$ cat config.mk
export PLATFORM = sky130hd
export DESIGN_NAME = pipelined_shifter_flat
export DESIGN_NICKNAME = d
export VERILOG_FILES = /design/src/rtl/pipelined_shifter_if.sv /design/src/rtl/pipelined_shifter.sv /design/src/flat_wrapper.sv
export SDC_FILE = /design/constraint.sdc
export NUM_CORES = 1
export LEC_CHECK = 0
export CAP_MARGIN = 0
export CORE_MARGIN = 2
export CORE_UTILIZATION = 35
export DETAILED_ROUTE_END_ITERATION = 8
export PLACE_DENSITY_LB_ADDON = 0.15
export SLEW_MARGIN = 10
export SYNTH_ARGS = -nofsm -noshare
export SYNTH_HDL_FRONTEND = slang
export SYNTH_SLANG_ARGS = --single-unit
$ cat constraint.sdc
create_clock -name clk -period 1.95 [get_ports clk]
set_input_delay 0.39 -clock clk [delete_from_list [all_inputs] [get_ports clk]]
set_output_delay 0.39 -clock clk [all_outputs]
set_load 0.1 [all_outputs]
$ cat src/rtl/pipelined_shifter_if.sv
// Request/response bundle for the pipelined barrel shifter.
//
// Handshake: on both the request side (in_valid/in_ready) and the result
// side (out_valid/out_ready), a transfer happens on a rising clock edge
// exactly when valid and ready are both high. A producer holding valid
// keeps its payload stable until the transfer. Valid never waits on ready.
interface pipelined_shifter_if #(
  parameter int DATA_WIDTH = 32,
  parameter int TAG_WIDTH  = 4
);
  localparam int AMT_W = $clog2(DATA_WIDTH);

  logic                  in_valid;
  logic                  in_ready;
  logic [2:0]            in_op;
  logic [DATA_WIDTH-1:0] in_data;
  logic [AMT_W-1:0]      in_amount;
  logic [TAG_WIDTH-1:0]  in_tag;

  logic                  out_valid;
  logic                  out_ready;
  logic [DATA_WIDTH-1:0] out_data;
  logic                  out_carry;
  logic                  out_zero;
  logic                  out_illegal;
  logic [TAG_WIDTH-1:0]  out_tag;

  // Requester / result consumer side.
  modport master (
    output in_valid, in_op, in_data, in_amount, in_tag, out_ready,
    input  in_ready, out_valid, out_data, out_carry, out_zero, out_illegal, out_tag
  );

  // Shifter side.
  modport slave (
    input  in_valid, in_op, in_data, in_amount, in_tag, out_ready,
    output in_ready, out_valid, out_data, out_carry, out_zero, out_illegal, out_tag
  );
endinterface

$ cat src/rtl/pipelined_shifter.sv
// Pipelined barrel shifter/rotator. Shift level k moves the operand by 2^k;
// levels are grouped LEVELS_PER_STAGE at a time into registered stages with
// bubble-collapsing valid/ready flow. Carry is tracked per applied level so
// the last applied level leaves the architecturally defined carry bit.
module pipelined_shifter #(
  parameter int DATA_WIDTH       = 32,
  parameter int LEVELS_PER_STAGE = 2,
  parameter int TAG_WIDTH        = 4
) (
  input  logic                 clk,
  input  logic                 rst_n,
  pipelined_shifter_if.slave   bus
);
  localparam int AMT_W      = $clog2(DATA_WIDTH);
  localparam int PIPE_DEPTH = (AMT_W + LEVELS_PER_STAGE - 1) / LEVELS_PER_STAGE;

  localparam logic [2:0] OP_LSL = 3'd0;
  localparam logic [2:0] OP_LSR = 3'd1;
  localparam logic [2:0] OP_ASR = 3'd2;
  localparam logic [2:0] OP_ROL = 3'd3;
  localparam logic [2:0] OP_ROR = 3'd4;

  typedef struct packed {
    logic [DATA_WIDTH-1:0] data;
    logic [2:0]            op;
    logic [AMT_W-1:0]      amt;
    logic                  fill;
    logic                  carry;
    logic [TAG_WIDTH-1:0]  tag;
  } payload_t;

  // One shift level. Levels whose amount bit is clear leave data and carry
  // untouched, so the carry seen at the end comes from the last applied
  // level; for rotates that is the final result bit. Reserved ops pass through.
  function automatic payload_t apply_level(input payload_t p, input int k);
    payload_t              r;
    int                    sh;
    logic [DATA_WIDTH-1:0] d;
    r  = p;
    sh = 1 << k;
    d  = p.data;
    if (p.amt[k]) begin
      case (p.op)
        OP_LSL: begin
          r.carry = d[DATA_WIDTH-sh];
          r.data  = d << sh;
        end
        OP_LSR: begin
          r.carry = d[sh-1];
          r.data  = d >> sh;
        end
        OP_ASR: begin
          r.carry = d[sh-1];
          r.data  = p.fill ? ~((~d) >> sh) : (d >> sh);
        end
        OP_ROL: begin
          r.data  = (d << sh) | (d >> (DATA_WIDTH - sh));
          r.carry = r.data[0];
        end
        OP_ROR: begin
          r.data  = (d >> sh) | (d << (DATA_WIDTH - sh));
          r.carry = r.data[DATA_WIDTH-1];
        end
        default: r = p;
      endcase
    end
    return r;
  endfunction

  logic [PIPE_DEPTH-1:0] valid_q, valid_d;
  logic [PIPE_DEPTH-1:0] up_valid;
  logic [PIPE_DEPTH-1:0] stage_rdy;
  logic [PIPE_DEPTH-1:0] load;
  payload_t              entry;
  payload_t              last_res;
  payload_t              last_q;
  logic                  zero_q, zero_d;
  logic                  illegal_q, illegal_d;

  // Capture the request: ASR fill bit is taken from the operand's MSB here.
  always_comb begin
    entry       = '0;
    entry.data  = bus.in_data;
    entry.op    = bus.in_op;
    entry.amt   = bus.in_amount;
    entry.fill  = bus.in_data[DATA_WIDTH-1];
    entry.carry = 1'b0;
    entry.tag   = bus.in_tag;
  end

  // Backward ready chain: a stage can load when empty or when it drains this cycle.
  always_comb begin
    logic down;
    stage_rdy = '0;
    load      = '0;
    valid_d   = valid_q;
    up_valid  = valid_q << 1;
    up_valid[0] = bus.in_valid;
    down = bus.out_ready;
    for (int s = PIPE_DEPTH - 1; s >= 0; s--) begin
      stage_rdy[s] = ~valid_q[s] | down;
      down         = stage_rdy[s];
    end
    for (int s = 0; s < PIPE_DEPTH; s++) begin
      load[s]    = stage_rdy[s] & up_valid[s];
      valid_d[s] = stage_rdy[s] ? up_valid[s] : valid_q[s];
    end
  end

  // Stage valid bits.
  always_ff @(posedge clk or negedge rst_n) begin
    if (!rst_n) valid_q <= '0;
    else        valid_q <= valid_d;
  end

  for (genvar s = 0; s < PIPE_DEPTH; s++) begin : g_stage
    localparam int LO = s * LEVELS_PER_STAGE;
    localparam int HI = ((s + 1) * LEVELS_PER_STAGE > AMT_W) ? AMT_W : (s + 1) * LEVELS_PER_STAGE;

    payload_t src;
    payload_t res;
    payload_t pl_q, pl_d;

    if (s == 0) begin : g_head
      assign src = entry;
    end else begin : g_body
      assign src = g_stage[s-1].pl_q;
    end

    // Apply this stage's share of the shift levels in ascending order.
    always_comb begin
      res = src;
      for (int k = LO; k < HI; k++) res = apply_level(res, k);
    end

    // Payload only moves on a load; a stalled stage holds its contents.
    always_comb begin
      pl_d = pl_q;
      if (load[s]) pl_d = res;
    end

    // Stage payload register.
    always_ff @(posedge clk or negedge rst_n) begin
      if (!rst_n) pl_q <= '0;
      else        pl_q <= pl_d;
    end
  end

  assign last_res = g_stage[PIPE_DEPTH-1].res;
  assign last_q   = g_stage[PIPE_DEPTH-1].pl_q;

  // Result flags are computed as the final stage loads.
  always_comb begin
    zero_d    = zero_q;
    illegal_d = illegal_q;
    if (load[PIPE_DEPTH-1]) begin
      zero_d    = (last_res.data == '0);
      illegal_d = (last_res.op > OP_ROR);
    end
  end

  // Final-stage flag registers.
  always_ff @(posedge clk or negedge rst_n) begin
    if (!rst_n) begin
      zero_q    <= 1'b0;
      illegal_q <= 1'b0;
    end else begin
      zero_q    <= zero_d;
      illegal_q <= illegal_d;
    end
  end

  logic unused_last;
  assign unused_last = ^{last_q.op, last_q.amt, last_q.fill};

  assign bus.in_ready    = stage_rdy[0];
  assign bus.out_valid   = valid_q[PIPE_DEPTH-1];
  assign bus.out_data    = last_q.data;
  assign bus.out_carry   = last_q.carry;
  assign bus.out_zero    = zero_q;
  assign bus.out_illegal = illegal_q;
  assign bus.out_tag     = last_q.tag;
endmodule

$ cat src/flat_wrapper.sv
// flat-port wrapper written by rule: the top's interface ports become plain ports
module pipelined_shifter_flat 
#(
  parameter int DATA_WIDTH       = 32,
  parameter int LEVELS_PER_STAGE = 2,
  parameter int TAG_WIDTH        = 4
)
  (clk, rst_n, bus_in_valid, bus_in_op, bus_in_data, bus_in_amount, bus_in_tag, bus_out_ready, bus_in_ready, bus_out_valid, bus_out_data, bus_out_carry, bus_out_zero, bus_out_illegal, bus_out_tag);
  pipelined_shifter_if #(.DATA_WIDTH(DATA_WIDTH), .TAG_WIDTH(TAG_WIDTH)) bus_i ();
  input  logic clk;
  input  logic rst_n;
  input wire logic [$bits(bus_i.in_valid)-1:0] bus_in_valid;
  input wire logic [$bits(bus_i.in_op)-1:0] bus_in_op;
  input wire logic [$bits(bus_i.in_data)-1:0] bus_in_data;
  input wire logic [$bits(bus_i.in_amount)-1:0] bus_in_amount;
  input wire logic [$bits(bus_i.in_tag)-1:0] bus_in_tag;
  input wire logic [$bits(bus_i.out_ready)-1:0] bus_out_ready;
  output wire logic [$bits(bus_i.in_ready)-1:0] bus_in_ready;
  output wire logic [$bits(bus_i.out_valid)-1:0] bus_out_valid;
  output wire logic [$bits(bus_i.out_data)-1:0] bus_out_data;
  output wire logic [$bits(bus_i.out_carry)-1:0] bus_out_carry;
  output wire logic [$bits(bus_i.out_zero)-1:0] bus_out_zero;
  output wire logic [$bits(bus_i.out_illegal)-1:0] bus_out_illegal;
  output wire logic [$bits(bus_i.out_tag)-1:0] bus_out_tag;
  assign bus_i.in_valid = bus_in_valid;
  assign bus_i.in_op = bus_in_op;
  assign bus_i.in_data = bus_in_data;
  assign bus_i.in_amount = bus_in_amount;
  assign bus_i.in_tag = bus_in_tag;
  assign bus_i.out_ready = bus_out_ready;
  assign bus_in_ready = bus_i.in_ready;
  assign bus_out_valid = bus_i.out_valid;
  assign bus_out_data = bus_i.out_data;
  assign bus_out_carry = bus_i.out_carry;
  assign bus_out_zero = bus_i.out_zero;
  assign bus_out_illegal = bus_i.out_illegal;
  assign bus_out_tag = bus_i.out_tag;
  pipelined_shifter #(.DATA_WIDTH(DATA_WIDTH), .LEVELS_PER_STAGE(LEVELS_PER_STAGE), .TAG_WIDTH(TAG_WIDTH)) u_core (.clk(clk), .rst_n(rst_n), .bus(bus_i));
endmodule
==> flow_metrics.env <==
# yosys + openroad results
export IMPL_status="finished, violations left"
export IMPL_violations="negative setup slack"
export IMPL_fin_util_pct=58.4
export IMPL_ys_ff=128
export IMPL_grt_max_degree=51
export IMPL_cts_htree_levels=4
export IMPL_ant_nets=0
export IMPL_num_io_pins=89
export IMPL_rsz0062_at_grt="yes"
export IMPL_ys_chip_area_sq_um=8160
export IMPL_async_flop_share_pct=100
export IMPL_cts_sinks=128
export IMPL_clockRootBuffer="clkbuf_16"
export IMPL_grt_use_total_pct=26.1
export IMPL_synthFlopType="dfrtp_1"
export IMPL_drt_initial_drc_count=699
export IMPL_overflow=0
export IMPL_tool_warnings=29
export IMPL_grt_pass1_wl_um=50300
export IMPL_ys_warnings_count=0
export IMPL_area_leaders="dfrtp_1, a221oi_1, nor2_1"
export IMPL_die_x_um=157
export IMPL_core_area_sq_um=22800
export IMPL_synth_nets=1060
export IMPL_synth_area_sq_um=8160
export IMPL_fp_util_pct=35.8
export IMPL_fin_ws_ns=-0.191
export IMPL_path_class="reg -> reg"
export IMPL_lay_top_count="buf_4"
export IMPL_dp_slack_ns=-0.661
export IMPL_fp_dieH_um=157
export IMPL_r2r_slack_ns=-0.19
export IMPL_startpoint_type="flop"
export IMPL_logic_area_sq_um=5650
export IMPL_critPathMaxFanout=7
export IMPL_fillers=1978
export IMPL_maxSlewViolCount=0
export IMPL_synth_largest_area_cell="dfrtp_1"
export IMPL_critical_path_arrival_ns=2.44
export IMPL_setup_tns_final_ns=-3.27
export IMPL_drive_gt1_share_pct=40.5
export IMPL_p_total_mw=18.0
export IMPL_hold_path_class="in -> async"
export IMPL_fmax_ghz=0.467
export IMPL_dp_cells=1561
export IMPL_postPlaceCellArea_sq_um=11000
export IMPL_max_cap_viol_count=0
export IMPL_n_antenna_cell=0
export IMPL_path_clk_slew_ns=0.06
export IMPL_worst_pin_slew_ns=0.513
export IMPL_setup_viol=32
export IMPL_grt_pass1_vias=9204
export IMPL_dr_total_vias=9607
export IMPL_wirelength_um=33100
export IMPL_dp_hpwl_um=22500
export IMPL_vias_per_cell=5.87
export IMPL_synth_distinct_cells=63
export IMPL_clock_path_buffers=2
export IMPL_synth_seq_share_pct=39.2
export IMPL_die_area_sq_um=24600
export IMPL_irDropWorstVdd_mv=0.693
export IMPL_final_area_sq_um=13300
export IMPL_netlist_area_leader_share_pct=39.2
export IMPL_routedWlPerCell_um=20.2
export IMPL_period_minus_slack_ns=2.14
export IMPL_place_gp_congestion=0.915
export IMPL_yosysCellCount=1012
export IMPL_hold_violations=0
export IMPL_synth_cells=1012
export IMPL_finalCritPeriodShare_pct=110
==> worst max-delay path, cell delays in order, from the launching register on <==
cell      delay (ns)
dfrtp_1         0.41
buf_6           0.13
xor2_1          0.15
o21a_2          0.25
buf_12          0.15
buf_16          0.15
a221oi_2        0.27
nor2_2          0.10
a221oi_2        0.29
o22ai_1         0.10
==> cell type report <==
type                            count  area share, %
Tap cell                          313           2.95
Inverter                           10          0.282
Timing Repair Buffer              370           26.0
Multi-Input combinational cell    785           42.5
Clock inverter                     12          0.838
Clock buffer                       20           3.36
Sequential cell                   128           24.1
==> path summary, 6_finish.rpt <==
path                                              end                  startpoint
max                        u_core.g_stage[1].pl_q[19]  u_core.g_stage[0].pl_q[11]
min                           u_core.bus.out_data[24]                       rst_n
max reg2reg                u_core.g_stage[1].pl_q[19]  u_core.g_stage[0].pl_q[11]
min reg2reg                 u_core.g_stage[1].pl_q[2]   u_core.g_stage[0].pl_q[2]
max in group asynchronous  u_core.g_stage[1].pl_q[12]                       rst_n
min in group clk            u_core.g_stage[1].pl_q[2]   u_core.g_stage[0].pl_q[2]
==> cell usage after synthesis (4+ instances only) <==
master and count:
nor2_1 179, dfrtp_1 128, nand2_1 115, a221oi_1 108, o21ai_0 103, o22ai_1 59, clkbuf_1 53, a21oi_1 51
a22oi_1 24, buf_2 24, mux2_2 12, nand2b_1 12, a211oi_1 11, inv_1 10, o31ai_1 10, buf_1 9
a31oi_1 8, and2_1 8, a222oi_1 7, nor3_1 6, nor2b_1 5, o21a_1 5, o21ai_1 5, nand3_1 4
or2_2 4
==> where the power goes <==
| group | internal [mW] | switching, mW | leakage (nW) |
|---|---|---|---|
| registers | 3.48 | 0.913 | 1.50 |
| logic | 4.00 | 6.55 | 3.77 |
| clock network | 1.79 | 1.27 | 0.267 |
==> routing by layer <==
metal	global-route usage, %	vias up	share of wire [%]
met2	43.8	435	49
met4	12.7	0	4.7
met5	0	-	0
met1	33.4	4619	42
met3	2.85	114	5.0
li1	-	4439	-
==> logic make-up after synthesis <==
family | count (synthesis) | share of synthesized area, %
xor gates and xnor gates | 4 | 0.429
buffers and inverters | 100 | 5.20
AOI/OAI and AO/OA | 416 | 35.2
DFF | 128 | 39.2
muxes | 13 | 1.78
and+or+nand+nor | 351 | 18.1
==> timing repair <==
| item | 4_1_cts | 5_1_grt |
|---|---|---|
| pin swaps | 59 | 73 |
| endpoints found under the hold margin | 31 | 0 |
| cloned | 9 | 2 |
| hold buffers | 1 | 0 |
| setup buffers | 16 | 20 |
| resized | 158 | 122 |
| setup endpoints to repair | 65 | 66 |
==> state kept, by name, indices dropped and copies added, names as in the netlist <==
name / cells
u_core.bus.out_data: 32
u_core.g_stage.pl_q: 86
u_core.bus.out_carry: 1
u_core.valid_q: 3
u_core.bus.out_tag: 4
u_core.bus.out_illegal: 1
u_core.bus.out_zero: 1
==> images/pdn.png <==
Drawn at 2 px/um. Pins as bars on the die edge.
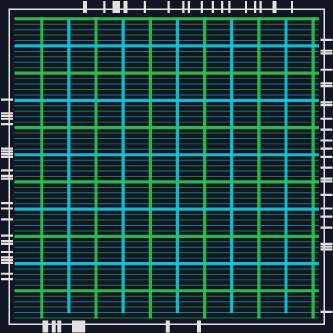
| colour | net |
|---|---|
| cyan | VDD |
| green | VSS |
met4 straps: 11
rows: 55
met1 rails: 56

==> images/cell_classes.png <==
Drawn at 2 px/um. Fill, decap, tap and diode cells in grey.
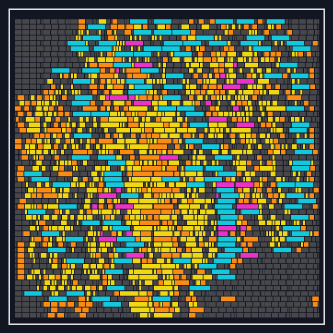
| colour | class | cells | share of their area |
|---|---|---|---|
| magenta | clock drivers and dummy loads | 32 | 4.3% |
| orange | other buffers and delay cells | 370 | 27% |
| cyan | flip-flops | 128 | 25% |
| yellow | all other logic | 795 | 44% |

==> images/clock_map.png <==
Drawn at 4 px/um.
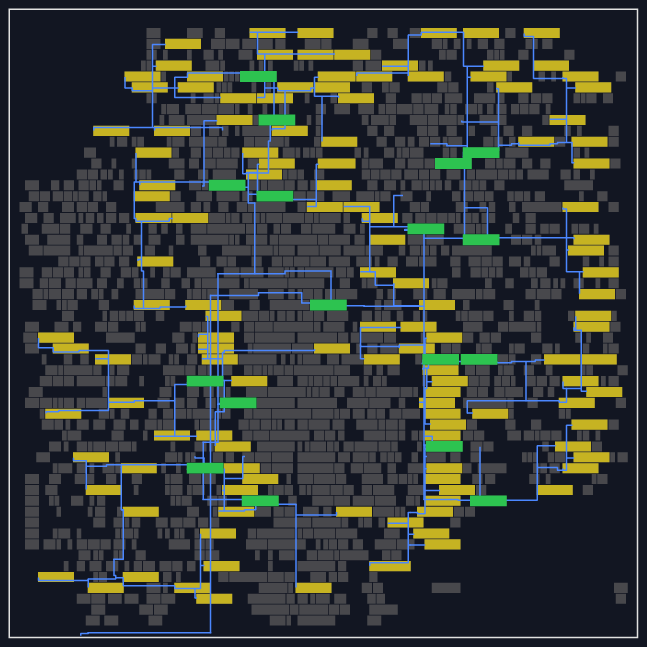
[green] cells driving clock nets | count: 17
[yellow] flip-flops | count: 128
[blue] clock wires | length: 1900 um
routed clock nets: 18
flops lie: widely spread

Power and IR drop assume default switching activity.
